run_1/final_congestion.png
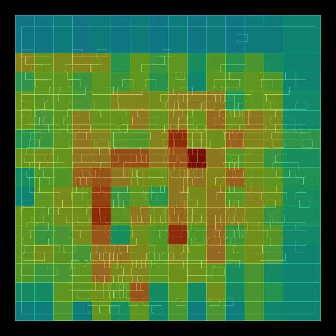
run_1/registers.png
Other sequential cells in the stronger gray, the rest of the logic in the fainter gray.
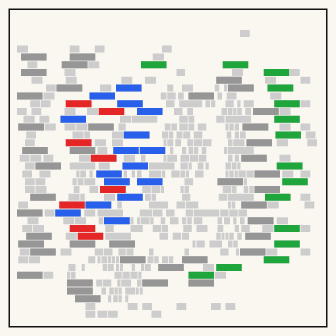
run_1/cell_classes.png
The bar under the picture is 20 µm long.
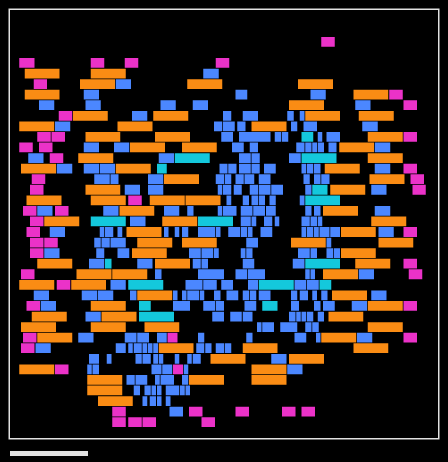
run_1/pdn.png
Pins as bars on the die edge. Tap cells in gray.
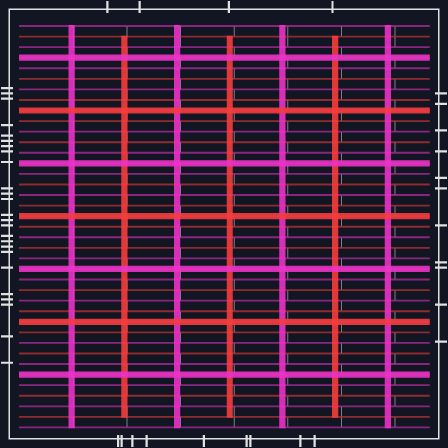
$ cat src/rtl/hack_pkg.sv
// Shared Hack platform definitions: instruction memory geometry and the
// program loader state encoding.
package hack_pkg;

  localparam int ROM_ADDR_W = 15;
  localparam int ROM_DATA_W = 16;
  localparam int ROM_DEPTH  = 32768;

  typedef enum logic [3:0] {
    ST_IDLE    = 4'd0,
    ST_LEN_HI  = 4'd1,
    ST_LEN_LO  = 4'd2,
    ST_DATA_HI = 4'd3,
    ST_DATA_LO = 4'd4,
    ST_WRITE   = 4'd5,
    ST_CSUM_HI = 4'd6,
    ST_CSUM_LO = 4'd7,
    ST_DONE    = 4'd8,
    ST_ERROR   = 4'd9
  } loader_state_e;

  // States in which the loader consumes a byte from the receiver.
  function automatic logic takes_byte(input loader_state_e s);
    case (s)
      ST_LEN_HI, ST_LEN_LO, ST_DATA_HI, ST_DATA_LO, ST_CSUM_HI, ST_CSUM_LO:
        takes_byte = 1'b1;
      default:
        takes_byte = 1'b0;
    endcase
  endfunction

  function automatic logic is_busy(input loader_state_e s);
    case (s)
      ST_IDLE, ST_DONE, ST_ERROR: is_busy = 1'b0;
      default:                    is_busy = 1'b1;
    endcase
  endfunction

endpackage

$ cat src/rtl/rom_loader_if.sv
// Byte-stream input and instruction-RAM write port of the program loader.
interface rom_loader_if;
  import hack_pkg::*;

  logic [7:0]            in_data;
  logic                  in_valid;
  logic                  in_ready;
  logic [ROM_ADDR_W-1:0] mem_addr;
  logic [ROM_DATA_W-1:0] mem_wdata;
  logic                  mem_we;

  modport master (
    output in_data, in_valid,
    input  in_ready, mem_addr, mem_wdata, mem_we
  );

  modport slave (
    input  in_data, in_valid,
    output in_ready, mem_addr, mem_wdata, mem_we
  );

endinterface

$ cat src/rtl/rom_loader.sv
// Hack instruction-RAM program loader: framed big-endian byte stream to
// sequential word writes. Optional trailing checksum via ROM_LOADER_CHECKSUM_EN.
module rom_loader
  import hack_pkg::*;
#(
  parameter int MAX_WORDS = ROM_DEPTH
) (
  input  logic       clk,
  input  logic       rst_n,
  input  logic       load_req,
  rom_loader_if.slave bus,
  output logic       cpu_hold,
  output logic       busy,
  output logic       done,
  output logic       error
);

  loader_state_e         state_q, state_d;
  logic [7:0]            hi_q, hi_d;
  logic [15:0]           len_q, len_d;
  logic [15:0]           addr_q, addr_d;
  logic                  in_ready_q, in_ready_d;
  logic                  busy_q, busy_d;
  logic                  mem_we_q, mem_we_d;
  logic [ROM_ADDR_W-1:0] mem_addr_q, mem_addr_d;
  logic [ROM_DATA_W-1:0] mem_wdata_q, mem_wdata_d;
  logic                  done_q, done_d;
  logic                  error_q, error_d;
`ifdef ROM_LOADER_CHECKSUM_EN
  logic [15:0]           csum_q, csum_d;
`endif

  logic        accept_s;
  logic [15:0] byte_word_s;
  logic        len_bad_s;
  logic        last_word_s;

  assign accept_s    = bus.in_valid & in_ready_q;
  assign byte_word_s = {hi_q, bus.in_data};
  assign len_bad_s   = (byte_word_s == 16'd0) || ({1'b0, byte_word_s} > 17'(MAX_WORDS));
  // The counter is 16 bits so that a 32768-word load terminates at 0x7FFF.
  assign last_word_s = (addr_q == (len_q - 16'd1));

  // Next-state and next-output computation for the whole loader.
  always_comb begin
    state_d     = state_q;
    hi_d        = hi_q;
    len_d       = len_q;
    addr_d      = addr_q;
    mem_we_d    = 1'b0;
    mem_addr_d  = mem_addr_q;
    mem_wdata_d = mem_wdata_q;
    done_d      = done_q;
    error_d     = error_q;
`ifdef ROM_LOADER_CHECKSUM_EN
    csum_d      = csum_q;
`endif

    case (state_q)
      ST_IDLE, ST_DONE, ST_ERROR: begin
        if (load_req) begin
          state_d = ST_LEN_HI;
          done_d  = 1'b0;
          error_d = 1'b0;
          addr_d  = 16'd0;
`ifdef ROM_LOADER_CHECKSUM_EN
          csum_d  = 16'd0;
`endif
        end else begin
          state_d = state_q;
        end
      end
      ST_LEN_HI: begin
        if (accept_s) begin
          hi_d    = bus.in_data;
          state_d = ST_LEN_LO;
        end else begin
          state_d = state_q;
        end
      end
      ST_LEN_LO: begin
        if (accept_s) begin
          len_d = byte_word_s;
          if (len_bad_s) begin
            state_d = ST_ERROR;
            error_d = 1'b1;
          end else begin
            state_d = ST_DATA_HI;
          end
        end else begin
          state_d = state_q;
        end
      end
      ST_DATA_HI: begin
        if (accept_s) begin
          hi_d    = bus.in_data;
          state_d = ST_DATA_LO;
        end else begin
          state_d = state_q;
        end
      end
      ST_DATA_LO: begin
        if (accept_s) begin
          mem_we_d    = 1'b1;
          mem_addr_d  = addr_q[ROM_ADDR_W-1:0];
          mem_wdata_d = byte_word_s;
          state_d     = ST_WRITE;
        end else begin
          state_d = state_q;
        end
      end
      ST_WRITE: begin
        addr_d = addr_q + 16'd1;
`ifdef ROM_LOADER_CHECKSUM_EN
        csum_d = csum_q + mem_wdata_q;
`endif
        if (last_word_s) begin
`ifdef ROM_LOADER_CHECKSUM_EN
          state_d = ST_CSUM_HI;
`else
          state_d = ST_DONE;
          done_d  = 1'b1;
`endif
        end else begin
          state_d = ST_DATA_HI;
        end
      end
`ifdef ROM_LOADER_CHECKSUM_EN
      ST_CSUM_HI: begin
        if (accept_s) begin
          hi_d    = bus.in_data;
          state_d = ST_CSUM_LO;
        end else begin
          state_d = state_q;
        end
      end
      ST_CSUM_LO: begin
        if (accept_s) begin
          if (byte_word_s == csum_q) begin
            state_d = ST_DONE;
            done_d  = 1'b1;
          end else begin
            state_d = ST_ERROR;
            error_d = 1'b1;
          end
        end else begin
          state_d = state_q;
        end
      end
`endif
      default: begin
        state_d = ST_IDLE;
      end
    endcase

    // Handshake and status outputs are registered from the next state.
    in_ready_d = takes_byte(state_d);
    busy_d     = is_busy(state_d);
  end

  // State register and all registered outputs.
  always_ff @(posedge clk or negedge rst_n) begin
    if (!rst_n) begin
      state_q     <= ST_IDLE;
      hi_q        <= 8'd0;
      len_q       <= 16'd0;
      addr_q      <= 16'd0;
      in_ready_q  <= 1'b0;
      busy_q      <= 1'b0;
      mem_we_q    <= 1'b0;
      mem_addr_q  <= '0;
      mem_wdata_q <= '0;
      done_q      <= 1'b0;
      error_q     <= 1'b0;
`ifdef ROM_LOADER_CHECKSUM_EN
      csum_q      <= 16'd0;
`endif
    end else begin
      state_q     <= state_d;
      hi_q        <= hi_d;
      len_q       <= len_d;
      addr_q      <= addr_d;
      in_ready_q  <= in_ready_d;
      busy_q      <= busy_d;
      mem_we_q    <= mem_we_d;
      mem_addr_q  <= mem_addr_d;
      mem_wdata_q <= mem_wdata_d;
      done_q      <= done_d;
      error_q     <= error_d;
`ifdef ROM_LOADER_CHECKSUM_EN
      csum_q      <= csum_d;
`endif
    end
  end

  assign bus.in_ready  = in_ready_q;
  assign bus.mem_we    = mem_we_q;
  assign bus.mem_addr  = mem_addr_q;
  assign bus.mem_wdata = mem_wdata_q;
  assign busy          = busy_q;
  assign cpu_hold      = busy_q;
  assign done          = done_q;
  assign error         = error_q;

endmodule

$ cat src/flat_wrapper.sv
// flat-port wrapper written by rule: the top's interface ports become plain ports
module rom_loader_flat import hack_pkg::*;
#(
  parameter int MAX_WORDS = ROM_DEPTH
)
  (clk, rst_n, load_req, cpu_hold, busy, done, error, bus_in_data, bus_in_valid, bus_in_ready, bus_mem_addr, bus_mem_wdata, bus_mem_we);
  rom_loader_if bus_i ();
  input  logic clk;
  input  logic rst_n;
  input  logic load_req;
  output logic cpu_hold;
  output logic busy;
  output logic done;
  output logic error;
  input wire logic [$bits(bus_i.in_data)-1:0] bus_in_data;
  input wire logic [$bits(bus_i.in_valid)-1:0] bus_in_valid;
  output wire logic [$bits(bus_i.in_ready)-1:0] bus_in_ready;
  output wire logic [$bits(bus_i.mem_addr)-1:0] bus_mem_addr;
  output wire logic [$bits(bus_i.mem_wdata)-1:0] bus_mem_wdata;
  output wire logic [$bits(bus_i.mem_we)-1:0] bus_mem_we;
  assign bus_i.in_data = bus_in_data;
  assign bus_i.in_valid = bus_in_valid;
  assign bus_in_ready = bus_i.in_ready;
  assign bus_mem_addr = bus_i.mem_addr;
  assign bus_mem_wdata = bus_i.mem_wdata;
  assign bus_mem_we = bus_i.mem_we;
  rom_loader #(.MAX_WORDS(MAX_WORDS)) u_core (.clk(clk), .rst_n(rst_n), .load_req(load_req), .bus(bus_i), .cpu_hold(cpu_hold), .busy(busy), .done(done), .error(error));
endmodule
$ cat config.mk
export PLATFORM = sky130hd
export DESIGN_NAME = rom_loader_flat
export DESIGN_NICKNAME = d
export VERILOG_FILES = /design/src/rtl/hack_pkg.sv /design/src/rtl/rom_loader_if.sv /design/src/rtl/rom_loader.sv /design/src/flat_wrapper.sv
export SDC_FILE = /design/constraint.sdc
export NUM_CORES = 1
export LEC_CHECK = 0
export ABC_CLOCK_PERIOD_IN_PS = 6600
export CORE_MARGIN = 2
export CORE_UTILIZATION = 35
export CTS_BUF_LIST = sky130_fd_sc_hd__clkbuf_16
export CTS_CLUSTER_SIZE = 28
export DETAILED_ROUTE_END_ITERATION = 10
export MAX_ROUTING_LAYER = met4
export PLACE_DENSITY = 0.59
export SLEW_MARGIN = 20
export SYNTH_ARGS = -nofsm -noshare
export SYNTH_HDL_FRONTEND = slang
export SYNTH_SLANG_ARGS = --single-unit
$ cat constraint.sdc
create_clock -name clk -period 6.6 [get_ports clk]
set_input_delay 1.32 -clock clk [delete_from_list [all_inputs] [get_ports clk]]
set_output_delay 1.32 -clock clk [all_outputs]
set_load 0.005 [all_outputs]
==> impl_metrics.ini, run 1 <==
; generated from flow reports
[clocking]
cts_made_buffers = 9
cts_buffer_depth = 2
post_cts_buffers = 0
cts_hold_buf = 0
clkLatencyLatePin_ns = 0.34
cts.sinks = 80
htree_levels = 3
cts.reportedPaths.clkPinSlew_ns = 0.07
cts_resized = 0
cts-root-buf = clkbuf_16
tritoncts = built

[grt]
grt_max_degree = 81
antenna_found_initial = 0
grt_first_pass_wirelength_um = 14400
grt_overflow = 0
grt_pass1_vias = 2812

[worst_setup_path]
worstSetupEndpointType = flop
crit_path_start = u_core.len_q[0]$_DFFE_PN0P_
required_ns = 6.82
crit-reg2reg-launch = u_core.len_q[0]$_DFFE_PN0P_
r2r_cells = 9
crit_fanout = 9
worstPathArrival_ns = 3.37
start_kind = flop
reg2reg_slack_ns = 3.45
critPathKind = reg2reg

[cells_and_area]
comb_area_um2 = 1820
sh_comb_area = 0.378
fin_nets = 407
lay_top_count = dfrtp_1
area_growth_pct = 21.7
diodes = 0
drive_above_1_share = 0.206
inv_count = 7
nonClkBufAreaFrac = 0.103
clock_area_frac = 0.0597
comb_cells = 245
nFlopsAndLatches = 80
signal_buffers = 50
largest_cell_class = flip-flops and latches
layout_top_cells = dfrtp_1, mux2_2, clkdlybuf4s50_1, nand2_1, nor2_1
nFillCells = 1062
clkbuf_count = 9

[detailed_routing]
firstDrtPassIters = 4
avgViaCountPerCell = 5.29
drc_errors = 0
drt_wl_total_um = 8300
drtIter0Drc = 110
drtAntennaViolNets = 0
via_count = 2848

[die]
tap_cells = 140
die_area_um2 = 12100
io_pins = 49
core_util_floorplan = 0.361

[timing]
slew_headroom = 0.354
fin_skew_ns = 0.00947
finalSetupViolCount = 0
finalCritPeriodShare = 0.478
slew_violations = 0
max_freq_ghz = 0.317
rsz0062_at_grt = no
fin_hold_ws_ns = 0.505
hold_viol_final = 0
fin_tns_setup_ns = 0
post-route-min-period_ns = 3.15
worst_pin_slew_ns = 0.961

[power_and_ir_drop]
p_leak_nw = 2.03
p_per_area_nw_per_um2 = 413

[yosys]
synth_top_flop_cell = dfrtp_1
ys_cells = 356
syn_nets = 370
synth_cell_types = 53
syn-cell-area_um2 = 3950
ys_ff = 80
yosysWarnings = 0
syn_inst = 356
ys_seq_frac = 0.507
async_flop_share = 1.00
ys_area_um2 = 3950
syn_avg_cell_area_um2 = 11.1
synth-edff-count = 0

[placement]
numPortBuffers = 48
post-dp-hpwl_um = 5850
place_congestion = 0.761

[worst_hold_path]
hold_class = reg2reg
holdPathStages = 1
hold_start = u_core.bus.mem_addr[11]$_DFFE_PN0P_

[job]
drv_cap = 0
warnings = 26

[status]
status = complete, no violations
-- final_congestion.png (at the start) --
per-cell routed wire length: 15.4 µm
GR Util All Layers: 0.158
met1 usage: 0.225

-- registers.png (at the start) --
| color | signal | sequential cells |
|---|---|---|
| red | u_core.hi_q | 8 |
| blue | u_core.len_q | 16 |
| green | u_core.bus.mem_addr | 15 |
sequential power: 0.000831 W
Final Util: 0.439
Seq area share: 0.417
Storage cell area: 2000 µm²

-- cell_classes.png (at the start) --
| color | class | cells |
|---|---|---|
| blue | all other logic | 252 |
| cyan | clock drivers and dummy loads | 16 |
| orange | flip-flops | 80 |
| magenta | other buffers and delay cells | 50 |
Row Count: 38
core area: 10900 µm²
fin area: 4800 µm²

-- pdn.png (at the start) --
| color | net |
|---|---|
| red | VDD |
| magenta | VSS |
signal pins: 49
rows: 38
Die H: 110 µm
worst vdd ir: 0.000198 V
Die Wd: 110 µm

run 1: through the flow:
step | setup slack (ns) | area, µm² | power (W) | util | cells
6_report | 3.45 | 4800 | 0.00198 | 0.439 | 538
3_3_place_gp | 3.37 | 4510 | 0.00151 | 0.413 | 522
3_5_place_dp | 3.34 | 4510 | 0.00152 | 0.413 | 522
2_1_floorplan | 3.81 | 3950 | 0.00126 | - | 356
5_1_grt | 3.18 | 4800 | 0.00213 | 0.439 | 538
4_1_cts | 3.42 | 4800 | 0.00201 | 0.439 | 538
run 1: synth_stat cells, types with 2 or more instances:
library cell / number / area share
a31oi_1: 4 / 0.0063
nor4_2: 2 / 0.0063
xnor2_1: 13 / 0.029
nor2_1: 19 / 0.018
mux2_2: 52 / 0.15
nand2_1: 25 / 0.024
o41ai_1: 2 / 0.0044
buf_4: 2 / 0.0038
and3_1: 3 / 0.0048
buf_2: 5 / 0.0063
o311ai_0: 3 / 0.0067
nor4_1: 7 / 0.011
clkbuf_1: 15 / 0.014
inv_1: 7 / 0.0067
a21oi_1: 11 / 0.014
a21o_1: 3 / 0.0057
nor3_1: 10 / 0.013
nand3_1: 15 / 0.019
a2bb2oi_1: 2 / 0.0044
ha_1: 2 / 0.0063
or4_1: 2 / 0.0038
and2_1: 2 / 0.0032
o21bai_1: 2 / 0.0038
o21ai_0: 18 / 0.023
mux2i_1: 4 / 0.010
dfrtp_1: 80 / 0.51
nand4_1: 8 / 0.013
xor2_1: 8 / 0.018
nand2b_1: 6 / 0.0095
run 1: path summary, 6_finish.rpt:
path	endpoint
hold / removal	u_core.bus.mem_addr[11]$_DFFE_PN0P_
min in group asynchronous	u_core.bus.mem_wdata[11]$_DFFE_PN0P_
setup / recovery	u_core.busy$_DFF_PN0_
max in group asynchronous	u_core.state_q[2]$_DFF_PN0_
setup reg to reg	u_core.busy$_DFF_PN0_
hold reg to reg	u_core.bus.mem_addr[11]$_DFFE_PN0P_
run 1: sequential cells by signal, indices dropped and copies added, names as in the netlist, 4 cells and up:
register,count
u_core.bus.mem_wdata,16
u_core.state_q,4
u_core.addr_q,16
u_core.hi_q,8
u_core.bus.mem_addr,15
u_core.len_q,16
run 1: critical path, cell delays in order, from the launching register on:
cell and delay [ns]:
dfrtp_1 0.42, inv_1 0.10, ha_1 0.23, nor3b_4 0.41
a21oi_2 0.09, or4_1 0.51, or4_1 0.53, nor4_2 0.47
a21o_2 0.23, a21oi_1 0.04
run 1: cell families after synthesis:
logic type	synth area share
and+or+nand+nor	0.150
DFF	0.507
AOI/OAI and AO/OA	0.0910
muxes	0.158
buffers and inverters	0.0352
xor gates and xnor gates	0.0523
adders and majority gates	0.00634
run 1: metal layers:
| metal | GRT usage | part of all wire | vias to the layer above |
|---|---|---|---|
| met5 | - | 0 | - |
| met4 | 0.0509 | 0.011 | 0 |
| met3 | 0.0406 | 0.048 | 10 |
| met2 | 0.220 | 0.44 | 75 |
| met1 | 0.225 | 0.50 | 1395 |
| li1 | - | - | 1368 |
run 1: power by group:
group | switching [W] | internal (W) | leakage (nW)
logic | 0.000277 | 0.000396 | 0.845
registers | 0.000185 | 0.000647 | 1.05
clock network | 0.000216 | 0.000263 | 0.141
total | 0.000677 | 0.00131 | 2.03
## Run 2: what changed since run 1
--- a/config.mk
+++ b/config.mk
@@ -5,14 +5,14 @@
 export SDC_FILE = /design/constraint.sdc
 export NUM_CORES = 1
 export LEC_CHECK = 0
-export ABC_CLOCK_PERIOD_IN_PS = 6600
+export ABC_CLOCK_PERIOD_IN_PS = 2900
 export CORE_MARGIN = 2
 export CORE_UTILIZATION = 35
 export CTS_BUF_LIST = sky130_fd_sc_hd__clkbuf_16
 export CTS_CLUSTER_SIZE = 28
 export DETAILED_ROUTE_END_ITERATION = 10
 export MAX_ROUTING_LAYER = met4
-export PLACE_DENSITY = 0.59
+export PLACE_DENSITY = 0.61
 export SLEW_MARGIN = 20
 export SYNTH_ARGS = -nofsm -noshare
 export SYNTH_HDL_FRONTEND = slang
==> constraint.sdc (replaced) <==
create_clock -name clk -period 2.9 [get_ports clk]
set_input_delay 0.58 -clock clk [delete_from_list [all_inputs] [get_ports clk]]
set_output_delay 0.58 -clock clk [all_outputs]
set_load 0.005 [all_outputs]
==> run 2 against run 1 <==
Against the previous run: fmax up 19%; final area up 2.8%; sequential power up 130%; global-route usage down 0.15 points; power up 140%; synthesized area unchanged; synthesized cell count unchanged; combinational power up 140%; sequential share of layout area down 1.1 points; via count up 2.1%; critical path type unchanged; largest cell class unchanged.
==> impl_metrics.ini, run 2 <==
; generated from flow reports
[grt]
track_usage = 0.156
grt_max_degree = 81
grt_first_pass_wirelength_um = 14200
grt_pass1_vias = 2810
antenna_found_initial = 0
grt_overflow = 0

[die]
coreArea_um2 = 10900
die-width_um = 110
die_area_um2 = 12100
die_h_um = 110
io_pins = 49
core_util_floorplan = 0.361
num_rows = 38

[power_and_ir_drop]
p_sw_frac = 0.325
clkPwrFrac = 0.270
power_frac_seq = 0.396
internal-power_w = 0.00326
p_per_area_nw_per_um2 = 977
pwr-share-comb = 0.335
p_leak_nw = 2.11
switchingPower_w = 0.00157

[yosys]
synth_cell_types = 53
largest_area_cell = dfrtp_1
syn-cell-area_um2 = 3950
synth-edff-count = 0
async_flop_share = 1.00
ys_cells = 356
top_cell_area_share = 0.507
syn_nets = 370
synth_top_flop_cell = dfrtp_1
syn_inst = 356
yosysWarnings = 0
topCellsByArea = dfrtp_1, mux2_2, xnor2_1, nand2_1, o21ai_0
synthMostInstantiatedCell = dfrtp_1
ys_ff = 80
syn_avg_cell_area_um2 = 11.1
ys_seq_frac = 0.507
yosys-top-cells-count = dfrtp_1, mux2_2, nand2_1
ys_area_um2 = 3950

[timing]
rsz0062_at_grt = no
finalSetupViolCount = 0
post-route-min-period_ns = 2.66
max_freq_ghz = 0.376
fin_tns_setup_ns = 0
finalCritPeriodShare = 0.917
fin_skew_ns = 0.00752
worst_pin_slew_ns = 0.777
slew_violations = 0
hold_viol_final = 0
slew_headroom = 0.475

[clocking]
clkLatencyLatePin_ns = 0.33
cts.sinks = 80
cts.reportedPaths.clkPinSlew_ns = 0.06
tritoncts = built
cts_made_buffers = 9
htree_levels = 3
cts_buffer_depth = 2
cts-root-buf = clkbuf_16

[worst_setup_path]
worstPathArrival_ns = 2.86
crit_fanout = 5
r2r_cells = 9
required_ns = 3.10
worstSetupEndpointType = flop
cpLargestDelayFamily = simple AND/OR/NAND/NOR gates
slowest_delay_ns = 0.58
crit_top_cell = or4_1
reg2reg_slack_ns = 0.24
worstPathCellList = inv_1, ha_1, nor3b_4, a21oi_2, or4_1, or4_1, nor4_4, a21o_2, a21oi_1
start_kind = flop
worst_path_max_delay_cell = or4_1
crit-reg2reg-launch = u_core.len_q[0]$_DFFE_PN0P_
critPathKind = reg2reg
rr_endpoint = u_core.busy$_DFF_PN0_
path_buffers = 1

[detailed_routing]
drt_wl_total_um = 8650
drtAntennaViolNets = 0
via_count = 2909
firstDrtPassIters = 5
drtIter0Drc = 131
wl_per_cell_um = 15.9
avgViaCountPerCell = 5.35
drc_errors = 0

[cells_and_area]
diodes = 0
area_growth_pct = 25.1
lay_top_count = dfrtp_1
nFillCells = 1024
fin_nets = 413
layout_top_cells = dfrtp_1, mux2_2, clkdlybuf4s50_1, nand2_1, nor2_1
drive_above_1_share = 0.215

[job]
drv_cap = 0
warnings = 26

[placement]
numPortBuffers = 48
postPlaceCellArea_um2 = 4570
place_congestion = 0.843
post-dp-hpwl_um = 5950

[worst_hold_path]
hold_class = in2async

[status]
status = complete, no violations
## run 2: metal layers
metal  wire, µm  track usage
met1       4170        0.205
met2       4010        0.240
met3        352       0.0382
met4        121       0.0500
met5          0            -
## run 2: worst reg2reg max path, stage by stage, from the launching register on
cell     delay [ns]
dfrtp_1        0.42
inv_1          0.10
ha_1           0.17
nor3b_4        0.21
a21oi_2        0.07
or4_1          0.53
or4_1          0.58
nor4_4         0.21
a21o_2         0.19
a21oi_1        0.05
## run 2: how the worst max path moves through the flow
| stage | to | slack [ns] | start | cells past startpoint |
|---|---|---|---|---|
| after floorplan | u_core.busy$_DFF_PN0_ | 0.11 | u_core.len_q[0]$_DFFE_PN0P_ | 9 |
| after global placement | u_core.busy$_DFF_PN0_ | 0.19 | u_core.len_q[0]$_DFFE_PN0P_ | 9 |
| after detailed placement | u_core.busy$_DFF_PN0_ | 0.09 | u_core.len_q[0]$_DFFE_PN0P_ | 9 |
| after CTS | u_core.busy$_DFF_PN0_ | 0.06 | u_core.len_q[0]$_DFFE_PN0P_ | 9 |
| after global routing | u_core.done$_DFFE_PN0P_ | 0.09 | u_core.len_q[0]$_DFFE_PN0P_ | 9 |
| final | u_core.busy$_DFF_PN0_ | 0.24 | u_core.len_q[0]$_DFFE_PN0P_ | 9 |
## run 2: timing repair
item / 4_1_cts / 5_1_grt
hold buffers: 0 / 0
setup buffers: 0 / 0
endpoints found under the setup margin: 0 / 5
resized: 0 / 2
## run 2: area by class of cell
cell class | instances | area, µm² | share of cell area
multi-input cells | 245 | 1830 | 0.372
clock buffers | 9 | 225 | 0.0456
inverters | 7 | 26.3 | 0.00532
repair buffers | 56 | 554 | 0.112
flip-flops and latches | 80 | 2000 | 0.405
well taps | 140 | 175 | 0.0355
clock inverters | 7 | 120 | 0.0243
## run 2: cells by family after synthesis
group	Yosys count	synth area share
AOI/OAI and AO/OA	56	0.0910
xor gates and xnor gates	22	0.0523
adders and majority gates	2	0.00634
buffers and inverters	31	0.0352
DFF	80	0.507
muxes	56	0.158
and+or+nand+nor	109	0.150
## run 2: power groups by stage
stage          Sequential [W]  Combinational [W]  Clock, W
6_report              0.00191            0.00162   0.00130
5_1_grt               0.00197            0.00178   0.00137
4_1_cts               0.00190            0.00161   0.00132
3_5_place_dp          0.00191            0.00159         0
3_3_place_gp          0.00189            0.00155         0
2_1_floorplan         0.00171            0.00115         0
## run 2: per-stage QoR
step | utilization | cells | setup slack (ns) | hold WS [ns] | total power [W]
2_1_floorplan | - | 356 | 0.114 | 0.284 | 0.00287
5_1_grt | 0.451 | 544 | 0.0875 | 0.343 | 0.00513
6_report | 0.451 | 544 | 0.239 | 0.272 | 0.00483
4_1_cts | 0.450 | 544 | 0.0572 | 0.464 | 0.00483
3_3_place_gp | 0.418 | 528 | 0.191 | 0.467 | 0.00344
3_5_place_dp | 0.418 | 528 | 0.0876 | 0.473 | 0.00350
run_2/cell_classes.png
The bar under the picture is 20 µm long.
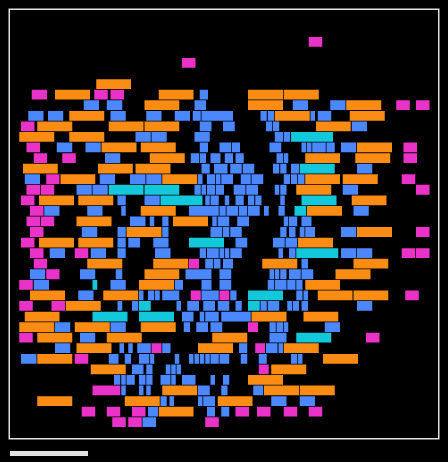
| color | class | cells |
|---|---|---|
| cyan | clock drivers and dummy loads | 16 |
| orange | flip-flops | 80 |
| magenta | other buffers and delay cells | 56 |
| blue | all other logic | 252 |
Seq area share: 0.405
Final Util: 0.451
fin area: 4940 µm²

run_2/registers.png
Other sequential cells in the stronger gray, the rest of the logic in the fainter gray.
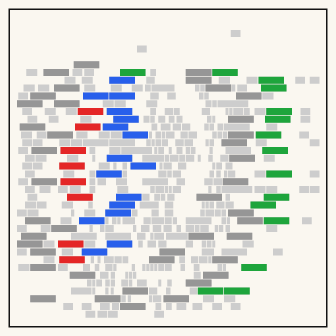
| color | signal | sequential cells |
|---|---|---|
| red | u_core.hi_q | 8 |
| blue | u_core.len_q | 16 |
| green | u_core.bus.mem_addr | 15 |
not colored: 41
sequential power: 0.00191 W

run_2/pdn.png
Pins as bars on the die edge. Tap cells in gray.
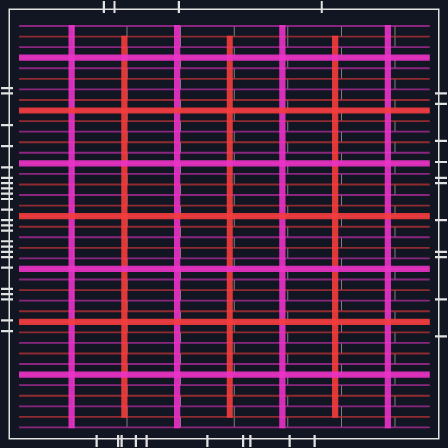
| color | net |
|---|---|
| red | VDD |
| magenta | VSS |
rows: 38
met5 straps: 7
met1 rails: 39
met4 straps: 7
worst vdd ir: 0.000548 V

## Run 3: what changed since run 2
--- a/config.mk
+++ b/config.mk
@@ -6,7 +6,6 @@
 export NUM_CORES = 1
 export LEC_CHECK = 0
 export ABC_CLOCK_PERIOD_IN_PS = 2900
-export CORE_MARGIN = 2
 export CORE_UTILIZATION = 35
 export CTS_BUF_LIST = sky130_fd_sc_hd__clkbuf_16
 export CTS_CLUSTER_SIZE = 28
==> run 3 against run 2 <==
Against the previous run: register-to-register slack got worse by 0.12 ns; critical path depth unchanged; fmax decreased by 4.4%; critical path type unchanged; largest cell class unchanged.
==> impl_metrics.ini, run 3 <==
; generated from flow reports
[worst_setup_path]
worst_path_max_delay_cell = or4_1
worstPathCellList = inv_1, ha_1, nor3b_4, a21oi_2, or4_1, or4_1, nor4_4, a21o_2, a21oi_1
worstPathArrival_ns = 2.99
path_buffers = 1
start_kind = flop
critPathKind = reg2reg
slowest_delay_ns = 0.57
required_ns = 3.10
crit_top_cell = or4_1
worstSetupEndpointType = flop
crit_fanout = 5

[clocking]
cts.sinks = 80
cts.reportedPaths.clkPinSlew_ns = 0.07
cts-root-buf = clkbuf_16
htree_levels = 3
cts_made_buffers = 9
clkLatencyLatePin_ns = 0.33
tritoncts = built
cts_resized = 0
post_cts_buffers = 0
cts_buffer_depth = 2

[timing]
slew_violations = 0
fin_tns_setup_ns = 0
finalSetupViolCount = 0
hold_viol_final = 0
fin_hold_ws_ns = 0.264
max_freq_ghz = 0.359
rsz0062_at_grt = no
post-route-min-period_ns = 2.78
slew_headroom = 0.513
fin_skew_ns = 0.00741
finalCritPeriodShare = 0.960
worst_pin_slew_ns = 0.730

[yosys]
syn-cell-area_um2 = 3950
syn_avg_cell_area_um2 = 11.1
ys_area_um2 = 3950
top_cell_area_share = 0.507
async_flop_share = 1.00
synth_cell_types = 53
yosysWarnings = 0
topCellsByArea = dfrtp_1, mux2_2, xnor2_1, nand2_1, o21ai_0
syn_inst = 356
largest_area_cell = dfrtp_1
yosys-top-cells-count = dfrtp_1, mux2_2, nand2_1
synth-edff-count = 0
syn_nets = 370
synthMostInstantiatedCell = dfrtp_1
synth_top_flop_cell = dfrtp_1

[die]
io_pins = 49
num_rows = 38
die_area_um2 = 11700
core_util_floorplan = 0.361
die-width_um = 108
coreArea_um2 = 10900

[grt]
grt_max_degree = 81
grt_pass1_vias = 2895

[placement]
place_congestion = 0.792
numPortBuffers = 48
post-dp-hpwl_um = 5860

[detailed_routing]
drtIter0Drc = 143
drtAntennaViolNets = 0
avgViaCountPerCell = 5.26
drt_wl_total_um = 8410
firstDrtPassIters = 4

[worst_hold_path]
hold_class = in2async

[cells_and_area]
fin_nets = 413
drive_above_1_share = 0.218
area_growth_pct = 23.9
lay_top_count = dfrtp_1
layout_top_cells = dfrtp_1, mux2_2, clkdlybuf4s50_1, nand2_1, nor2_1
diodes = 0

[power_and_ir_drop]
p_per_area_nw_per_um2 = 948
p_leak_nw = 2.08

[status]
status = complete, no violations

[job]
drv_cap = 0
run 3: cell count changes in the layout (fill, tap and decap cells not counted), sizes merged:
| cell | before | now |
|---|---|---|
| clkinvlp | 0 | 1 |
| inv | 9 | 8 |
| clkinv | 2 | 4 |
| bufinv | 3 | 1 |
run 3: metal layers:
layer,routed length [µm],share of wire,global-route usage,vias up
li1,-,-,-,1377
met1,4140,0.49,0.215,1417
met2,3840,0.46,0.244,61
met3,305,0.036,0.0374,8
met4,118,0.014,0.0646,0
met5,0,0,-,-
run 3: worst paths after layout:
| kind | start | end | depth (start not counted) | slack, ns |
|---|---|---|---|---|
| min in group clk | u_core.error$_DFFE_PN0P_ | u_core.error$_DFFE_PN0P_ | 1 | 0.49 |
| max in group asynchronous | rst_n | u_core.addr_q[11]$_DFFE_PN0P_ | 1 | 2.11 |
| worst max-delay path | u_core.len_q[0]$_DFFE_PN0P_ | u_core.busy$_DFF_PN0_ | 9 | 0.12 |
| worst min-delay path | rst_n | u_core.len_q[14]$_DFFE_PN0P_ | 1 | 0.26 |
| worst max register to register | u_core.len_q[0]$_DFFE_PN0P_ | u_core.busy$_DFF_PN0_ | 9 | 0.12 |
| worst min register to register | u_core.error$_DFFE_PN0P_ | u_core.error$_DFFE_PN0P_ | 1 | 0.49 |
run 3: power breakdown:
| group | leakage (nW) | switching (W) | internal (W) | total, W |
|---|---|---|---|---|
| combinational | 0.887 | 0.000654 | 0.000935 | 0.00159 |
| sequential | 1.05 | 0.000426 | 0.00147 | 0.00190 |
| clock | 0.146 | 0.000472 | 0.000675 | 0.00115 |
| total | 2.08 | 0.00155 | 0.00308 | 0.00464 |
run 3: cell type report:
type / instances / area [µm²]
Timing Repair Buffer: 56 / 554
Inverter: 7 / 26.3
Multi-Input combinational cell: 245 / 1830
Tap cell: 140 / 175
Clock inverter: 7 / 81.3
Fill cell: 1020 / 6050
Clock buffer: 9 / 225
Sequential cell: 80 / 2000
run 3: cell families (layout without fill, tap and decap cells):
| group | Yosys count | after routing | synth area share |
|---|---|---|---|
| buffers and inverters | 31 | 79 | 0.0352 |
| adders and majority gates | 2 | 2 | 0.00634 |
| muxes | 56 | 56 | 0.158 |
| DFF | 80 | 80 | 0.507 |
| and+or+nand+nor | 109 | 109 | 0.150 |
| xor gates and xnor gates | 22 | 22 | 0.0523 |
| AOI/OAI and AO/OA | 56 | 56 | 0.0910 |
run 3: through the flow:
stage / power (W) / cells / setup WS, ns / cell area (µm²) / util
after floorplan: 0.00287 / 356 / 0.114 / 3950 / -
after global placement: 0.00344 / 528 / 0.197 / 4570 / 0.418
after detailed placement: 0.00349 / 528 / 0.0933 / 4570 / 0.418
after CTS: 0.00467 / 544 / 0.0752 / 4880 / 0.446
after global routing: 0.00495 / 544 / 0.0182 / 4890 / 0.447
final: 0.00464 / 544 / 0.116 / 4890 / 0.447
run_3/pdn.png
Pins as bars on the die edge. Tap cells in gray.
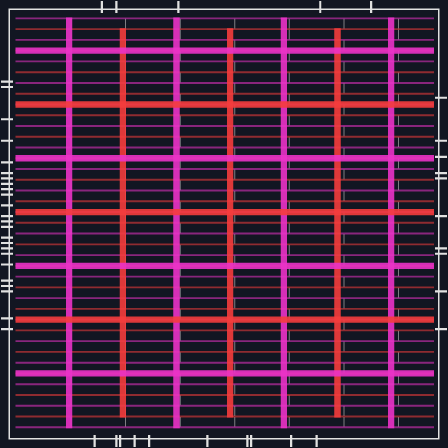
| color | net |
|---|---|
| red | VDD |
| magenta | VSS |
met4 straps: 7
rows: 38
tap cells: 140
signal pins: 49
met1 rails: 39
worst vdd ir: 0.000466 V
Die H: 108 µm

run_3/cell_classes.png
The bar under the picture is 20 µm long.
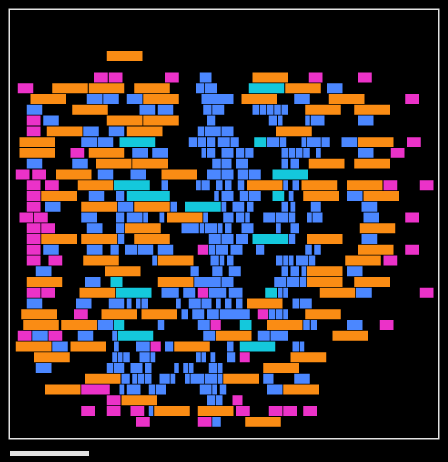
| color | class | cells |
|---|---|---|
| magenta | other buffers and delay cells | 56 |
| cyan | clock drivers and dummy loads | 16 |
| blue | all other logic | 252 |
| orange | flip-flops | 80 |
Seq area share: 0.409
Final Util: 0.447
fin area: 4890 µm²

run_3/final_congestion.png
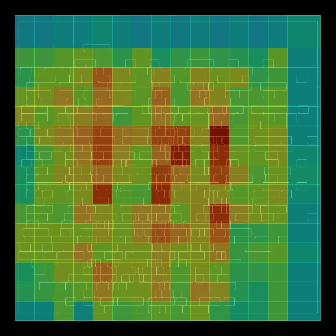
met1 usage: 0.215
met2 Use GR: 0.244
per-cell routed wire length: 15.5 µm
busiest grt layer: met2


==> screenshots <==
Routed clock nets over the placement.
panel A
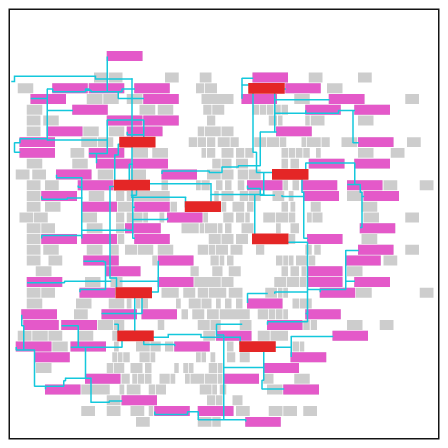
panel B
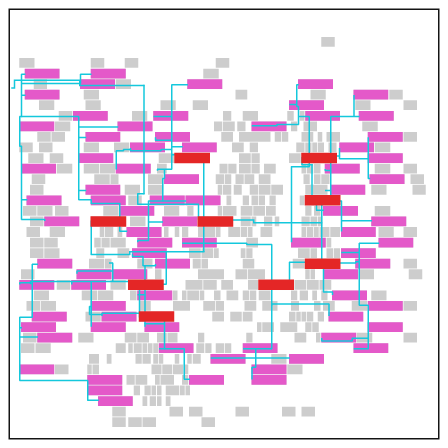
- panel A = run 3
- panel B = run 1

Key to panel B:
[magenta] flip-flops | count: 80
[red] cells driving clock nets | count: 9
[cyan] clock wires | length: 1060 µm
routed clock nets: 10

Power is estimated from default activity; no workload was simulated.
